**config.mk**
```make
export PLATFORM = sky130hd
export DESIGN_NAME = cam_frame_sequencer
export DESIGN_NICKNAME = d
export VERILOG_FILES = /design/src/rtl/cam_frame_sequencer.sv
export SDC_FILE = /design/constraint.sdc
export NUM_CORES = 1
export LEC_CHECK = 0
export CAP_MARGIN = 20
export CORE_MARGIN = 1.5
export CORE_UTILIZATION = 40
export CTS_CLUSTER_DIAMETER = 150
export DETAILED_ROUTE_END_ITERATION = 12
export GPL_ROUTABILITY_DRIVEN = 0
export PLACE_DENSITY = 0.6
export SLEW_MARGIN = 20
export SYNTH_ARGS = -nofsm -noshare
export SYNTH_HDL_FRONTEND = slang
export SYNTH_SLANG_ARGS = --single-unit
```
**constraint.sdc**
```tcl
create_clock -name pclk -period 7.5 [get_ports pclk]
set_clock_uncertainty 0.2 [all_clocks]
set_input_delay 2.25 -clock pclk [delete_from_list [all_inputs] [get_ports pclk]]
set_output_delay 2.25 -clock pclk [all_outputs]
set_load 0.005 [all_outputs]
```
**src/rtl/cam_frame_sequencer.sv**
```systemverilog
// cam_frame_sequencer: OV7670 capture framing, RGB444 packing and frame-boundary write-port arbitration.
module cam_frame_sequencer #(
  parameter int HWIDTH = 640,
  parameter int VWIDTH = 480,
  parameter int AWIDTH = 19,
  parameter int DWIDTH = 12
) (
  input  logic              pclk,
  input  logic              rst,
  input  logic              vsync_cam,
  input  logic              href_cam,
  input  logic [7:0]        wdata_cam,
  input  logic              proc_req,
  input  logic              proc_done,
  output logic              proc_grant,
  output logic              pix_we,
  output logic [AWIDTH-1:0] pix_addr,
  output logic [DWIDTH-1:0] pix_data,
  output logic              frame_start,
  output logic              frame_done,
  output logic              frame_err,
  output logic [7:0]        frame_cnt
);
  localparam int CW = $clog2(HWIDTH + 1);
  localparam int RW = $clog2(VWIDTH + 1);
  localparam logic [CW-1:0] HMAX = CW'(HWIDTH);
  localparam logic [RW-1:0] VMAX = RW'(VWIDTH);
  localparam logic [AWIDTH-1:0] HSTEP = AWIDTH'(HWIDTH);
  typedef enum logic [2:0] {IDLE, VBLANK, WAIT_HREF, B1, B0_NEXT, LEND, FEND} state_t;
  state_t r_state, w_next;
  logic [CW-1:0] r_col;
  logic [RW-1:0] r_row;
  logic [3:0] r_b0;
  logic r_grant, r_done, r_first, r_we, r_fs, r_fd, r_err;
  logic [AWIDTH-1:0] r_addr;
  logic [DWIDTH-1:0] r_data;
  logic [7:0] r_cnt;
  logic w_end, w_cap, w_we, w_own, w_rel;
  // vsync rising mid-line ends the line exactly like href falling
  assign w_end = vsync_cam || !href_cam;
  always_comb begin
    w_next = r_state;
    case (r_state)
      IDLE:      w_next = vsync_cam ? VBLANK : IDLE;
      VBLANK:    w_next = vsync_cam ? VBLANK : WAIT_HREF;
      WAIT_HREF: w_next = (vsync_cam || r_row == VMAX) ? FEND : href_cam ? B1 : WAIT_HREF;
      B1:        w_next = w_end ? LEND : B0_NEXT;
      B0_NEXT:   w_next = w_end ? LEND : B1;
      LEND:      w_next = WAIT_HREF;
      default:   w_next = IDLE;
    endcase
  end
  assign w_cap = r_state == B1 && !w_end;
  assign w_we  = w_cap && r_col < HMAX && r_row < VMAX && !r_grant;
  assign w_own = r_state == FEND || (r_state == IDLE && r_first);
  assign w_rel = r_grant && (r_done || proc_done) && !proc_req;
  always_ff @(posedge pclk) begin
    if (rst) r_state <= IDLE;
    else r_state <= w_next;
  end
  always_ff @(posedge pclk) begin
    if (rst) begin
      r_col <= '0;
      r_row <= '0;
      r_b0 <= '0;
      r_grant <= 1'b0;
      r_done <= 1'b0;
      r_first <= 1'b1;
      r_we <= 1'b0;
      r_fs <= 1'b0;
      r_fd <= 1'b0;
      r_err <= 1'b0;
      r_addr <= '0;
      r_data <= '0;
      r_cnt <= '0;
    end else begin
      r_we <= w_we;
      r_fs <= r_state == VBLANK && !vsync_cam;
      r_fd <= r_state == FEND;
      if (w_we) begin
        r_addr <= AWIDTH'(r_row) * HSTEP + AWIDTH'(r_col);
        r_data <= DWIDTH'({r_b0, wdata_cam});
      end
      if ((r_state == WAIT_HREF || r_state == B0_NEXT) && href_cam) r_b0 <= wdata_cam[3:0];
      if (r_state == WAIT_HREF) r_col <= '0;
      if (w_cap && r_col < HMAX) r_col <= r_col + 1'b1;
      if (r_state == VBLANK) r_row <= '0;
      if (r_state == LEND) r_row <= r_row + 1'b1;
      if (r_state == LEND && r_col < HMAX) r_err <= 1'b1;
      if (r_state == FEND && r_row < VMAX) r_err <= 1'b1;
      if (r_state == FEND) r_cnt <= r_cnt + 8'd1;
      if (r_state == IDLE && vsync_cam) r_first <= 1'b0;
      if (proc_done) r_done <= 1'b1;
      // a done pulse coinciding with the boundary counts toward that boundary
      if (w_own) begin
        if (!r_grant && proc_req) r_grant <= 1'b1;
        else if (w_rel) begin
          r_grant <= 1'b0;
          r_done <= 1'b0;
        end
      end
    end
  end
  assign proc_grant  = r_grant;
  assign pix_we      = r_we;
  assign pix_addr    = r_addr;
  assign pix_data    = r_data;
  assign frame_start = r_fs;
  assign frame_done  = r_fd;
  assign frame_err   = r_err;
  assign frame_cnt   = r_cnt;
endmodule

```
==> results.cfg <==
; generated from flow reports
[timing]
finalMaxSlewViolations = 0

[cells_and_area]
logic_gates = 347
drive_gt1_share_pct = 5.556
largest_reg_flops = 19

[status]
violations = design-rule violations
status = finished with violations

[critical_path]
reg2reg_slack_ns = 4.30
timing.rr.end = pix_addr[17]
crit_path_end_kind = flop
cp_data_required_time_ns = 7.56

[placement]
pre_cts_ws_ns = 3.137
port_buffers = 57

[worst_hold_path]
holdCritPathClass = flop to flop

[yosys]
synthCells = 447
synthTopCellsByArea = dfxtp_1 39%, nand2_1 7.4%, ha_1 7.2%, a21oi_1 6.7%, nor2_1 4.9%
simple_gate_share_pct = 24.16

[pwr]
power_switching_share_pct = 26.77
internal-power_mw = 0.5335

[global_route]
overflow = 0

[routing]
drcViolationCount = 9

[clock_tree]
cts.path.max_buffers = 2
power groups by stage:
stage / clock, mW / sequential, mW / combinational, mW
after floorplan: 0 / 0.399 / 0.0311
after global placement: 0 / 0.403 / 0.0445
after detailed placement: 0 / 0.403 / 0.0448
after CTS: 0.298 / 0.394 / 0.0452
after global routing: 0.315 / 0.395 / 0.0503
final: 0.290 / 0.394 / 0.0448
routing by layer:
metal	wire length, um	GRT usage (%)	vias up
met5	0	0	-
met4	68	4.945	0
met3	364	3.121	8
met2	3201	25.37	66
met1	4348	24.13	1439
li1	-	-	1697
cells in the mapped netlist (3+ instances only):
cell type	number
a311oi_1	5
nand3b_1	3
and4_1	3
ha_1	21
inv_1	9
o2111ai_1	4
nor2_1	48
nand2b_1	3
nor2b_1	3
a21o_1	5
nand4_1	8
o21a_1	3
and3_1	8
o21ai_0	15
clkbuf_1	15
dfxtp_1	72
or3_1	3
nand2_1	72
xor2_1	14
nand3_1	21
a21oi_1	49
xnor2_1	5
a211oi_1	10
nor3_1	5
stage by stage:
stage,hold slack [ns],instances
after floorplan,0.2188,447
after global placement,0.2278,596
after detailed placement,0.2419,596
after CTS,0.2578,612
after global routing,0.2729,612
final,0.2548,612
critical path, stage by stage:
cell and delay (ns):
clkdlybuf4s50_1 0.50, and3_1 0.26, and3_1 0.29, a21oi_1 0.45
a21oi_1 0.08, a211oi_1 0.26
cell families (layout without fill, tap and decap cells):
group / count (synthesis) / after routing
XOR/XNOR: 20 / 20
multiplexers: 1 / 1
buffers and inverters: 28 / 85
AND/OR/NAND/NOR: 189 / 189
AND-OR/OR-AND: 114 / 114
adder cells (fa/ha/maj): 23 / 23
flip-flops: 72 / 72
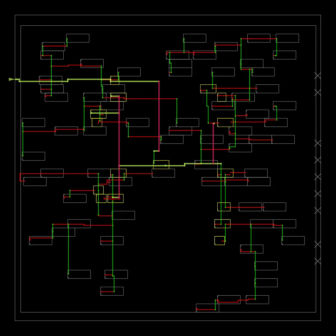
(images/clocks.png)
clock buffers: 9
Skew-Pair Late Insertion Delay: 0.34 ns
registers: 72

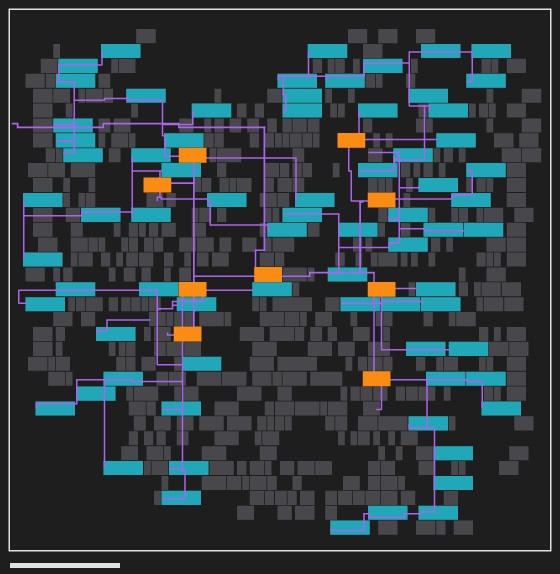
(images/clk_routes.png)
The bar under the picture is 20 um long.
[clock wires] purple | length: 919 um
[flip-flops] cyan | count: 72
[clock drivers] orange | count: 9
flops lie: widely spread
routed clock nets: 10

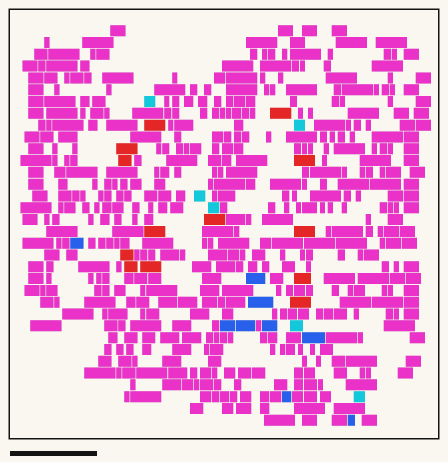
(images/sizes.png)
The bar under the picture is 20 um long.
[_2 cells] blue | cells: 9 | share: 1.8% | most used: o21ba_2
[_3 and _4 cells] cyan | cells: 6 | share: 1.2% | most used: buf_4
[_0 and _1 cells] magenta | cells: 476 | share: 94%
[_6 and larger] red | cells: 13 | share: 2.6% | most used: clkbuf_8

No activity file was given, so power comes from the tool's default toggle rates.
